===== config.mk =====
export PLATFORM = sky130hd
export DESIGN_NAME = ac_control_unit
export DESIGN_NICKNAME = d
export VERILOG_FILES = /design/src/rtl/ac_control_unit.sv
export SDC_FILE = /design/constraint.sdc
export NUM_CORES = 1
export LEC_CHECK = 0
export CAP_MARGIN = 0
export CORE_MARGIN = 5
export CORE_UTILIZATION = 41
export CTS_CLUSTER_DIAMETER = 60
export CTS_CLUSTER_SIZE = 28
export DETAILED_ROUTE_END_ITERATION = 10
export GPL_TIMING_DRIVEN = 0
export PLACE_DENSITY = 0.81
export SETUP_SLACK_MARGIN = 0.3
export SYNTH_ARGS = -nofsm -noshare
export SYNTH_HDL_FRONTEND = slang
export SYNTH_SLANG_ARGS = --single-unit

===== constraint.sdc =====
create_clock -name clk_i -period 1.45 [get_ports clk_i]
set_input_delay 0.29 -clock clk_i [delete_from_list [all_inputs] [get_ports clk_i]]
set_output_delay 0.29 -clock clk_i [all_outputs]
set_load 0.02 [all_outputs]

===== src/rtl/ac_control_unit.sv =====
// Fetch/decode/execute sequencer with a memory watchdog for the 8-bit accumulator CPU.
// Build option: define AC_COND_BRANCH_EN to enable JZ; otherwise opcode 110 decodes as NOP.
module ac_control_unit #(
  parameter int OPW     = 3,
  parameter int ADW     = 5,
  parameter int TIMEOUT = 15
) (
  input  logic               clk_i,
  input  logic               reset,
  input  logic [OPW+ADW-1:0] ir_i,
  input  logic               acc_zero_i,
  input  logic               mem_ready_i,
  output logic               mem_rd_o,
  output logic               mem_we_o,
  output logic               addr_sel_o,
  output logic               ir_load_o,
  output logic               pc_inc_o,
  output logic               pc_load_o,
  output logic               acc_load_o,
  output logic [1:0]         alu_op_o,
  output logic               halted_o,
  output logic               fault_o,
  output logic [2:0]         state_o
);

  typedef enum logic [2:0] {
    S_FETCH  = 3'd0,
    S_DECODE = 3'd1,
    S_MEMRD  = 3'd2,
    S_MEMWR  = 3'd3,
    S_JUMP   = 3'd4,
    S_HALT   = 3'd5,
    S_FAULT  = 3'd6
  } state_t;

  localparam logic [OPW-1:0] OP_NOP = OPW'(0);
  localparam logic [OPW-1:0] OP_LDA = OPW'(1);
  localparam logic [OPW-1:0] OP_STA = OPW'(2);
  localparam logic [OPW-1:0] OP_ADD = OPW'(3);
  localparam logic [OPW-1:0] OP_SUB = OPW'(4);
  localparam logic [OPW-1:0] OP_JMP = OPW'(5);
  localparam logic [OPW-1:0] OP_JZ  = OPW'(6);
  localparam logic [OPW-1:0] OP_HLT = OPW'(7);
  localparam logic [7:0]     TIMEOUT_C = 8'(TIMEOUT);

  state_t         state_q, state_d;
  logic [7:0]     wait_q, wait_d;
  logic [OPW-1:0] opcode;
  logic           mem_req;
  logic           jz_taken;
  logic           unused_addr_bits;

  assign opcode           = ir_i[OPW+ADW-1:ADW];
  assign mem_req          = (state_q == S_FETCH) || (state_q == S_MEMRD) || (state_q == S_MEMWR);
  assign unused_addr_bits = ^ir_i[ADW-1:0];

`ifdef AC_COND_BRANCH_EN
  assign jz_taken = acc_zero_i;
`else
  logic unused_acc_zero;
  assign unused_acc_zero = acc_zero_i;
  assign jz_taken        = 1'b0;
`endif

  // Counter is zero whenever a memory phase starts, since any non-waiting cycle clears it.
  always_comb begin
    state_d = state_q;
    wait_d  = 8'd0;
    if (mem_req && !mem_ready_i) begin
      if (wait_q == TIMEOUT_C) state_d = S_FAULT;
      else                     wait_d  = wait_q + 8'd1;
    end
    case (state_q)
      S_FETCH:  if (mem_ready_i) state_d = S_DECODE;
      S_DECODE: begin
        case (opcode)
          OP_NOP:                 state_d = S_FETCH;
          OP_LDA, OP_ADD, OP_SUB: state_d = S_MEMRD;
          OP_STA:                 state_d = S_MEMWR;
          OP_JMP:                 state_d = S_JUMP;
          OP_JZ:                  state_d = jz_taken ? S_JUMP : S_FETCH;
          OP_HLT:                 state_d = S_HALT;
          default:                state_d = S_FETCH;
        endcase
      end
      S_MEMRD, S_MEMWR: if (mem_ready_i) state_d = S_FETCH;
      S_JUMP:           state_d = S_FETCH;
      S_HALT:           state_d = S_HALT;
      S_FAULT:          state_d = S_FAULT;
      default:          state_d = S_FAULT;
    endcase
  end

  always_ff @(posedge clk_i) begin
    if (reset) begin
      state_q <= S_FETCH;
      wait_q  <= 8'd0;
    end else begin
      state_q <= state_d;
      wait_q  <= wait_d;
    end
  end

  // Moore decode; only the completion pulses look at same-cycle ready.
  always_comb begin
    mem_rd_o   = 1'b0;
    mem_we_o   = 1'b0;
    addr_sel_o = 1'b0;
    ir_load_o  = 1'b0;
    pc_inc_o   = 1'b0;
    pc_load_o  = 1'b0;
    acc_load_o = 1'b0;
    alu_op_o   = 2'b00;
    halted_o   = 1'b0;
    fault_o    = 1'b0;
    case (state_q)
      S_FETCH: begin
        mem_rd_o  = 1'b1;
        ir_load_o = mem_ready_i;
        pc_inc_o  = mem_ready_i;
      end
      S_MEMRD: begin
        mem_rd_o   = 1'b1;
        addr_sel_o = 1'b1;
        acc_load_o = mem_ready_i;
        if (mem_ready_i) begin
          if (opcode == OP_ADD)      alu_op_o = 2'b01;
          else if (opcode == OP_SUB) alu_op_o = 2'b10;
          else                       alu_op_o = 2'b00;
        end
      end
      S_MEMWR: begin
        mem_we_o   = 1'b1;
        addr_sel_o = 1'b1;
      end
      S_JUMP:  pc_load_o = 1'b1;
      S_HALT:  halted_o  = 1'b1;
      S_FAULT: begin
        halted_o = 1'b1;
        fault_o  = 1'b1;
      end
      default: ;
    endcase
  end

  assign state_o = state_q;

endmodule


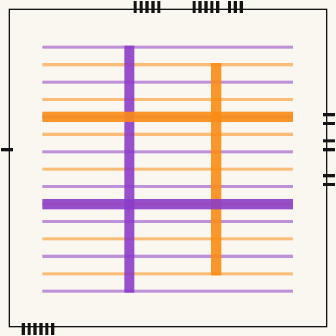
*PDN straps and rails, run 1*
Pins as bars on the die edge.
VSS: marked purple. VDD: marked orange.
26 signal pins sit on the boundary. 2 straps on met5. The core has 14 rows. 15 met1 rails follow the rows.

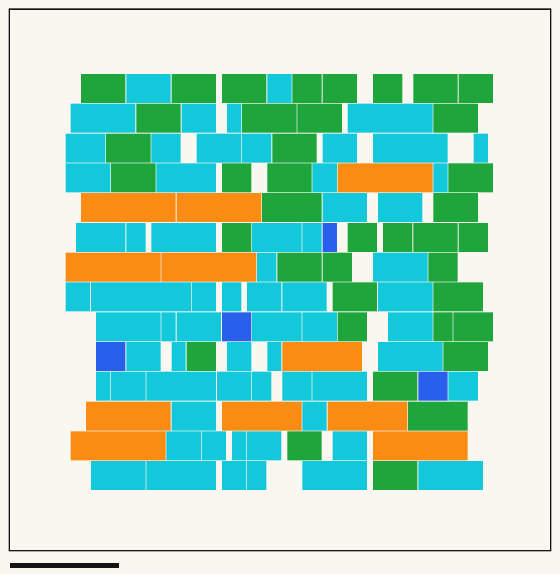
*Placed cells, one colour a class, run 1*
Scale bar: 10 um.
combinational and other logic: marked cyan, cells 65. sequential cells: marked orange, cells 11. remaining buffers and delay cells: marked green, cells 39. clock drivers and dummy loads: marked blue, cells 4.

==> results.sh, run 1 <==
# source this file to load flow results
export IMPL_worstSetupStartpointType="flop"
export IMPL_endpoint_kind="output port"
export IMPL_clock_sinks=11
export IMPL_fill_cells=69
export IMPL_tool_warnings=35
export IMPL_drive_above_1_share=0.6975
export IMPL_yosysWarnings=0
export IMPL_wirelength_mm=2.678
export IMPL_area_combinational_sq_um=630.6
export IMPL_dieArea_sq_mm=0.002434
export IMPL_overflow=0
export IMPL_chipWidth_um=49.34
export IMPL_route_vias_total=840
export IMPL_grt_max_degree=11
export IMPL_synth_seq_share=0.3471
export IMPL_fin_skew_ns=0.008162
export IMPL_grt_pass1_wl_mm=3.387
export IMPL_drc=0
export IMPL_nets=133
export IMPL_crit_path_start="state_o[0]$_SDFF_PP0_"
export IMPL_rr_worst_depth=6
export IMPL_power_total_mw=0.8561
export IMPL_slew_violations=0
export IMPL_syn2layout_area_growth_pct=110.1
export IMPL_fin_crit_ns=1.521
export IMPL_yosysTopAreaCellShare=0.3471
export IMPL_syn_inst=79
export IMPL_fin_hold_ws_ns=0.4656
export IMPL_clock_path_buffers=2
export IMPL_timing_fmax_mhz=657.3
export IMPL_worstMarginPinSlew_ns=0.3294
export IMPL_first_pass_iters=4
export IMPL_worstSetupPathType="reg -> out"
export IMPL_avgSynthCellArea_sq_um=8.030
export IMPL_antenna_found_initial=1
export IMPL_clkPwrFrac=0.252
export IMPL_p_int_mw=0.5720
export IMPL_p_switching_mw=0.2841
export IMPL_clock_latency_late_pin_ns=0.28
export IMPL_via_per_inst=6.176
export IMPL_rsz0062_at_grt="true"
export IMPL_ant_nets=0
export IMPL_required_ns=1.16
export IMPL_r2r_start="state_o[2]$_SDFF_PP0_"
export IMPL_root_buffer="clkbuf_4"
export IMPL_most_common_cell="dfxtp_1"
export IMPL_ys_cells=79
export IMPL_cts_tree="done"
export IMPL_cts_made_buffers=3
export IMPL_min_delay_start="reset"
export IMPL_p_per_area_mw_per_mm2=642.5
export IMPL_async_reset_ff_frac=0
export IMPL_top_area_cell="dfxtp_1"
export IMPL_core_area_sq_mm=0.001489
export IMPL_rrSetupSlack_ns=0.05
export IMPL_yosys_area_sq_um=634.4
export IMPL_num_rows=14
export IMPL_numSynthFlops=11
export IMPL_grt_pass1_vias=724
export IMPL_swShare=0.3318
export IMPL_ff_type="dfxtp_1"
export IMPL_top_cells_by_count="dfxtp_1 (11), nand2_1 (6), nor2_1 (6)"
export IMPL_pin_count=26
export IMPL_synth_cell_types=35
export IMPL_top_cells_by_area="dfxtp_1 (35%), nor3_1 (3.9%), or3_1 (3.9%), nand2_1 (3.6%), nor2_1 (3.6%)"
export IMPL_layout_setup_ws_ns=-0.07140
export IMPL_peakVddDrop_uv=623.7
export IMPL_htreeDepth=1
export IMPL_hold_viol=0
export IMPL_p_leak_nw=0.5070
export IMPL_wire_per_inst_um=19.69
export IMPL_seqPwrFrac=0.384
export IMPL_cts_hold_buffers_added=0
export IMPL_gp_congestion=0.7292
export IMPL_crit_end="alu_op_o[1]"
export IMPL_syn_cell_area_sq_um=634.4
export IMPL_critPathMaxFanout=7
export IMPL_layout_area_seq_sq_um=245.2
export IMPL_drv_cap=0
export IMPL_clk_pin_slew_ns=0.08
export IMPL_period_used=1.049
export IMPL_p_comb_frac=0.364
export IMPL_io_buffers=19
export IMPL_status="finished with violations"
export IMPL_setup_viol=4
export IMPL_edf_count=0
export IMPL_fp_utilization=0.4261
export IMPL_violations="setup timing"
export IMPL_grt_usage=0.1755
export IMPL_reg2reg_to="state_o[1]$_SDFF_PP0_"
export IMPL_synth_nets=92
export IMPL_hold_class="in -> reg"
export IMPL_die_h_um=49.34
export IMPL_dr_first_iter_drc_count=25
export IMPL_slew_headroom=0.7797
export IMPL_dp_hpwl_mm=1.334
export IMPL_arrival_ns=1.23
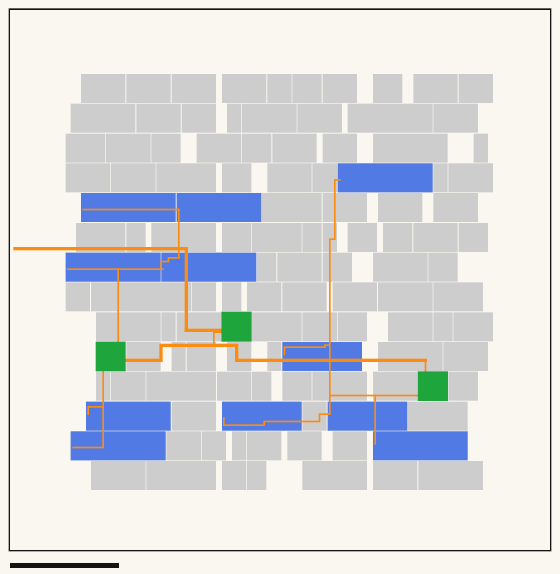
*Routed clock nets over the placement, run 1*
Scale bar: 10 um.
flip-flops: marked blue, count 11. clock wires: marked orange, length 162 um. clock drivers: marked green, count 3.
There are 4 routed clock nets.

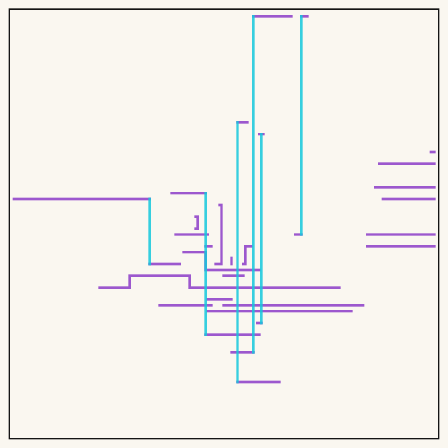
*Wiring by layer, run 1*
Only two layers are drawn.
metal 3: marked purple, wire length 181 um. metal 4: marked cyan, wire length 139 um.

[run 1: repair_timing]
item	4_1_cts	5_1_grt
endpoints found under the setup margin	25	24
setup buffers	9	7
resized	107	28
pin swaps	4	12
cloned	1	0
[run 1: power groups by stage]
stage	combinational, mW	sequential, mW	clock [mW]
finish	0.312	0.329	0.216
global route	0.328	0.331	0.236
CTS	0.269	0.326	0.212
detailed placement	0.209	0.342	0
global placement	0.205	0.341	0
floorplan	0.120	0.346	0
[run 1: flip-flops by register name (all words and copies together) (netlist names)]
name     flops
state_o      3
wait_q       8
[run 1: logic make-up (layout without fill, tap and decap cells)]
| group | count (synthesis) | in the layout | share of synthesized area |
|---|---|---|---|
| simple gates | 39 | 39 | 0.3452 |
| flops | 11 | 11 | 0.3471 |
| buf+inv | 6 | 46 | 0.04338 |
| compound gates | 20 | 20 | 0.2170 |
| fa+ha+maj | 1 | 1 | 0.01972 |
| other cells | 0 | 1 | 0 |
| xor+xnor | 2 | 2 | 0.02762 |
[run 1: through the flow]
stage | setup WS, ns | setup TNS, ns | std cells | area (sq um) | util
6_report | -0.07140 | -0.2117 | 136 | 1333 | 0.8950
5_1_grt | -0.1296 | -0.5242 | 136 | 1333 | 0.8950
4_1_cts | -0.05505 | -0.1892 | 128 | 1150 | 0.7723
3_5_place_dp | -0.7156 | -5.790 | 114 | 975.9 | 0.6555
3_3_place_gp | -0.6772 | -5.388 | 114 | 975.9 | 0.6555
2_1_floorplan | 0.1452 | 0 | 79 | 765.7 | -
[run 1: critical path, stage by stage, from the launching register on]
cell      delay (ns)
dfxtp_4         0.38
nand2b_4        0.18
nor2_4          0.10
and3_4          0.19
buf_6           0.11
[run 1: worst min path at each step]
stage                                  endpoint  slack (ns)  depth (start not counted)
after global routing      state_o[2]$_SDFF_PP0_        0.46                          2
after CTS                  wait_q[0]$_SDFF_PP0_        0.47                          1
final                     state_o[2]$_SDFF_PP0_        0.47                          2
after floorplan           state_o[1]$_SDFF_PP0_        0.40                          1
after global placement     wait_q[7]$_SDFF_PP0_        0.48                          2
after detailed placement   wait_q[7]$_SDFF_PP0_        0.48                          2
[run 1: layer usage]
metal	GRT usage	up-vias	part of all wire
li1	-	378	-
met1	0.2044	405	0.38
met2	0.3090	44	0.50
met3	0.05199	13	0.068
met4	0.04036	0	0.052
met5	0	-	0
[run 1: layout make-up]
class	instances	share of cell area
buffer	3	0.03005
sequential	11	0.1840
inverter	3	0.01033
antenna	1	0.001878
clock buffer	4	0.01972
timing repair buffer	36	0.2657
multi-input combinational	62	0.4732
tap	16	0.01502
[run 1: placed cells by master (no fill, tap or decap), types with 2 or more instances in the layout]
cell type / count
or3_1: 4
nand2_4: 2
nand2_1: 4
dfxtp_4: 6
and2_4: 2
nor3_4: 4
nor2_1: 2
nand2b_4: 3
clkbuf_4: 3
buf_8: 2
a21oi_2: 3
buf_4: 11
nor2_4: 4
dfxtp_1: 3
o21ai_0: 4
dlygate4sd2_1: 3
xnor2_1: 2
nand3_4: 2
dfxtp_2: 2
buf_6: 19
### The clock network, run 1

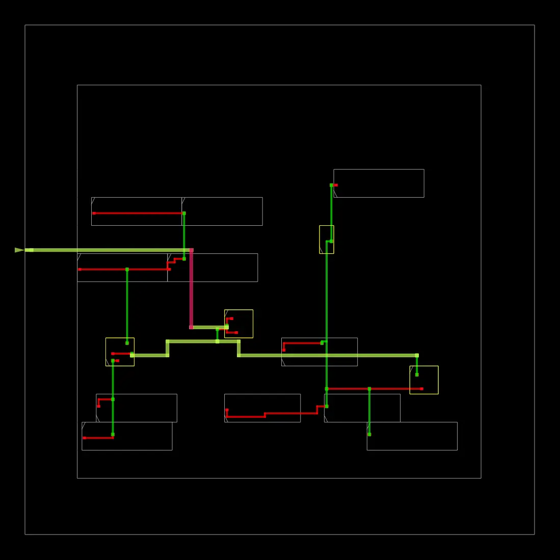

==> inputs of run 2 (changes only) <==
ABC_AREA = 1   (was unset)
CORE_MARGIN = unset   (was 5)
CORE_UTILIZATION = 42   (was 41)
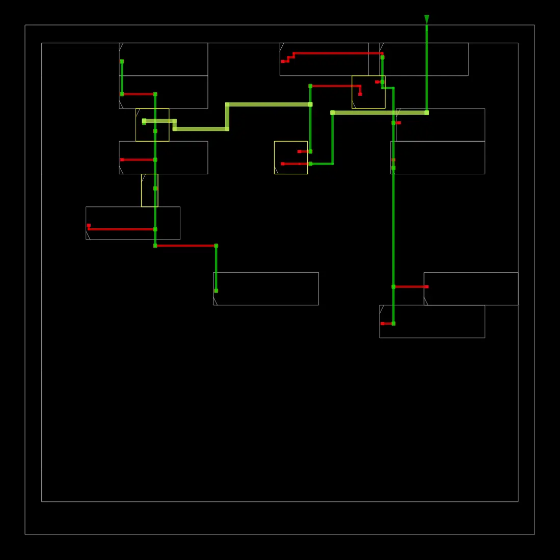
*The clock network, run 2*
Sink Count: 11
clk_skew: 0.0003993 ns
Power Clock: 0.200 mW

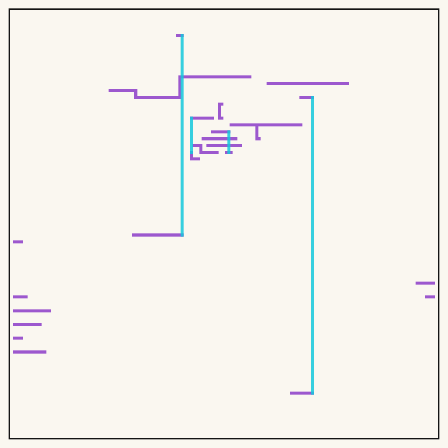
*Wiring by layer, run 2*
Only two layers are drawn.
metal 3: marked purple, wire length 71.4 um. metal 4: marked cyan, wire length 54.4 um.

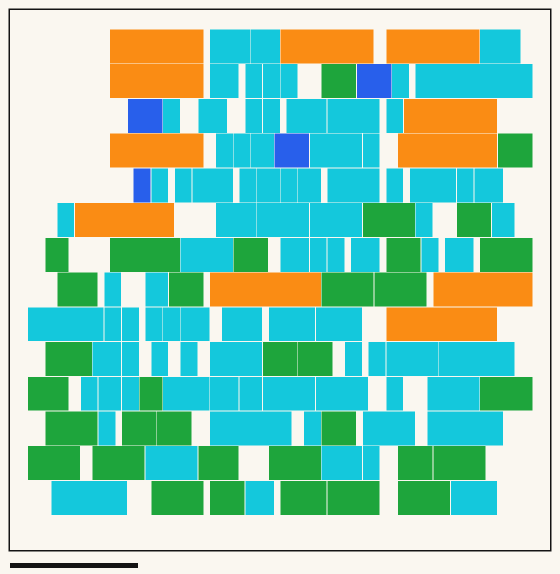
*Placed cells, one colour a class, run 2*
Scale bar: 10 um.
sequential cells: marked orange, cells 11. remaining buffers and delay cells: marked green, cells 34. combinational and other logic: marked cyan, cells 87. clock drivers and dummy loads: marked blue, cells 4.

==> results.sh, run 2 <==
# source this file to load flow results
export IMPL_status="finished with violations"
export IMPL_violations="setup timing"
export IMPL_numSynthFlops=11
export IMPL_layout_setup_ws_ns=-0.07955
export IMPL_ys_sh_adder=0.01835
export IMPL_cts_hold_buffers_added=0
export IMPL_swShare=0.3181
export IMPL_lay_top_count="inv_1"
export IMPL_clock_path_buffers=2
export IMPL_setup_viol=4
export IMPL_placed_cell_area_sq_um=979.7
export IMPL_p_int_mw=0.5334
export IMPL_route_vias_total=772
export IMPL_top_register="wait_q"
export IMPL_p_leak_nw=0.5829
export IMPL_p_switching_mw=0.2488
export IMPL_required_ns=1.16
export IMPL_worstSetupPathType="reg -> out"
export IMPL_hold_class="reg -> reg"
export IMPL_top_cells_by_count="inv_1 (17), nor2_1 (17), nand2_1 (14)"
export IMPL_xor_area_frac=0.03853
export IMPL_num_rows=14
export IMPL_nets=150
export IMPL_timing_fmax_mhz=653.8
export IMPL_worstSetupStartpointType="flop"
export IMPL_tool_warnings=35
export IMPL_synth_seq_share=0.3229
export IMPL_top_cells_by_area="dfxtp_1 (32%), inv_1 (9.4%), nor2_1 (9.4%), nand2_1 (7.7%), nand3_1 (5.9%)"
export IMPL_ys_top_logic_family="simple AND/OR/NAND/NOR gates"
export IMPL_overflow=0
export IMPL_dp_hpwl_mm=1.177
export IMPL_wirelength_mm=1.931
export IMPL_syn_inst=100
export IMPL_fill_cells=97
export IMPL_drive_above_1_share=0.5515
export IMPL_syn_cell_area_sq_um=681.9
export IMPL_drc=0
export IMPL_top_area_cell="dfxtp_1"
export IMPL_first_pass_iters=6
export IMPL_period_used=1.055
export IMPL_dieArea_sq_mm=0.001789
export IMPL_core_area_sq_mm=0.001506
export IMPL_io_buffers=19
export IMPL_hold_viol=0
export IMPL_cpPeakStageDelay_ns=0.33
export IMPL_grt_pass1_wl_mm=2.670
export IMPL_pin_count=26
export IMPL_htreeDepth=1
export IMPL_syn2layout_area_growth_pct=76.70
export IMPL_via_per_inst=5.079
export IMPL_synthAoiAreaFrac=0.07339
export IMPL_clk_pin_slew_ns=0.06
export IMPL_ant_nets=0
export IMPL_critPathMaxFanout=7
export IMPL_crit_chain="buf_8, nor2_4, nand3_2, inv_2, buf_4, buf_6"
export IMPL_edf_count=0
export IMPL_path_delay_family="buffers and inverters"
export IMPL_largest_reg_flops=8
export IMPL_yosys_area_sq_um=681.9
export IMPL_rsz0062_at_grt="true"
export IMPL_async_reset_ff_frac=0
export IMPL_fin_crit_ns=1.530
export IMPL_slew_violations=0
export IMPL_grt_max_degree=8
export IMPL_drv_cap=0
export IMPL_p_comb_frac=0.324
export IMPL_final_area_sq_mm=0.001205
export IMPL_grt_usage=0.1912
export IMPL_synth_cell_types=24
export IMPL_path_buffers=4
export IMPL_dr_first_iter_drc_count=20
export IMPL_yosysTopAreaCellShare=0.3229
## run 2: cell count changes in the layout (fill, tap and decap cells not counted), moves of 3 or more
cell      previous run  this run
nand2_1              4        10
dfxtp_1              3         6
nor2_4               4         8
buf_6               19        13
nand2b_4             3         0
dfxtp_4              6         2
nor2_1               2        12
nand3_1              1         4
nand3_2              0         3
inv_1                1        14
o21ai_0              4         1
or3_1                4         0
## run 2: repair_timing
| action | CTS | global route |
|---|---|---|
| cloned | 0 | 0 |
| pin swaps | 11 | 4 |
| setup buffers | 7 | 6 |
| endpoints found under the setup margin | 24 | 24 |
| gates resized | 85 | 28 |
## run 2: layout make-up
class / count / area, sq um / share of cell area
multi-input cells: 67 / 521.8 / 0.4330
flip-flops and latches: 11 / 231.5 / 0.1921
repair buffers: 32 / 292.8 / 0.2430
inverters: 20 / 90.09 / 0.07477
clock buffers: 4 / 26.28 / 0.02181
plain buffers: 2 / 22.52 / 0.01869
well taps: 16 / 20.02 / 0.01661
## run 2: cells by family after synthesis
| logic type | count (synthesis) |
|---|---|
| flops | 11 |
| compound gates | 9 |
| xor+xnor | 3 |
| simple gates | 54 |
| fa+ha+maj | 1 |
| buf+inv | 22 |
## run 2: per-layer routing
| layer | up-vias | wire [um] | GRT usage | part of all wire |
|---|---|---|---|---|
| met5 | - | 0 | 0 | 0 |
| met4 | 0 | 54 | 0.03750 | 0.028 |
| li1 | 382 | - | - | - |
| met3 | 8 | 71 | 0.05172 | 0.037 |
| met2 | 31 | 1017 | 0.3477 | 0.53 |
| met1 | 351 | 788 | 0.2231 | 0.41 |
## run 2: worst reg2reg max path, delay by kind of cell, from the launching register on
family / cells / cell delay [ns]
flops: 1 / 0.39
buf+inv: 3 / 0.31
simple gates: 3 / 0.29
compound gates: 2 / 0.21
## run 2: stage by stage
step	worst slack (ns)	util	TNS (ns)	hold WS [ns]
6_report	-0.07955	0.7998	-0.2528	0.5192
5_1_grt	-0.1441	0.7998	-0.6712	0.5490
4_1_cts	-0.07883	0.7243	-0.3008	0.5055
3_5_place_dp	-0.5959	0.6503	-3.590	0.4392
3_3_place_gp	-0.5959	0.6503	-3.420	0.4300
2_1_floorplan	0.07942	-	0	0.3494
## run 2: path summary, 6_finish.rpt
kind,start,endpoint,slack (ns),cells past startpoint
worst min register to register,wait_q[4]$_SDFF_PP0_,wait_q[4]$_SDFF_PP0_,0.52,2
worst min-delay path,wait_q[4]$_SDFF_PP0_,wait_q[4]$_SDFF_PP0_,0.52,2
worst max-delay path,state_o[2]$_SDFF_PP0_,pc_inc_o,-0.08,6
worst max register to register,state_o[1]$_SDFF_PP0_,state_o[1]$_SDFF_PP0_,0.18,8
## run 2: power groups by stage
stage / logic (mW) / clock network, mW / registers (mW)
4_1_cts: 0.200 / 0.213 / 0.327
6_report: 0.253 / 0.200 / 0.328
2_1_floorplan: 0.108 / 0 / 0.341
3_3_place_gp: 0.179 / 0 / 0.336
5_1_grt: 0.270 / 0.222 / 0.329
3_5_place_dp: 0.182 / 0 / 0.337
Power figures rest on the tool's default switching activity, not on a simulated workload.
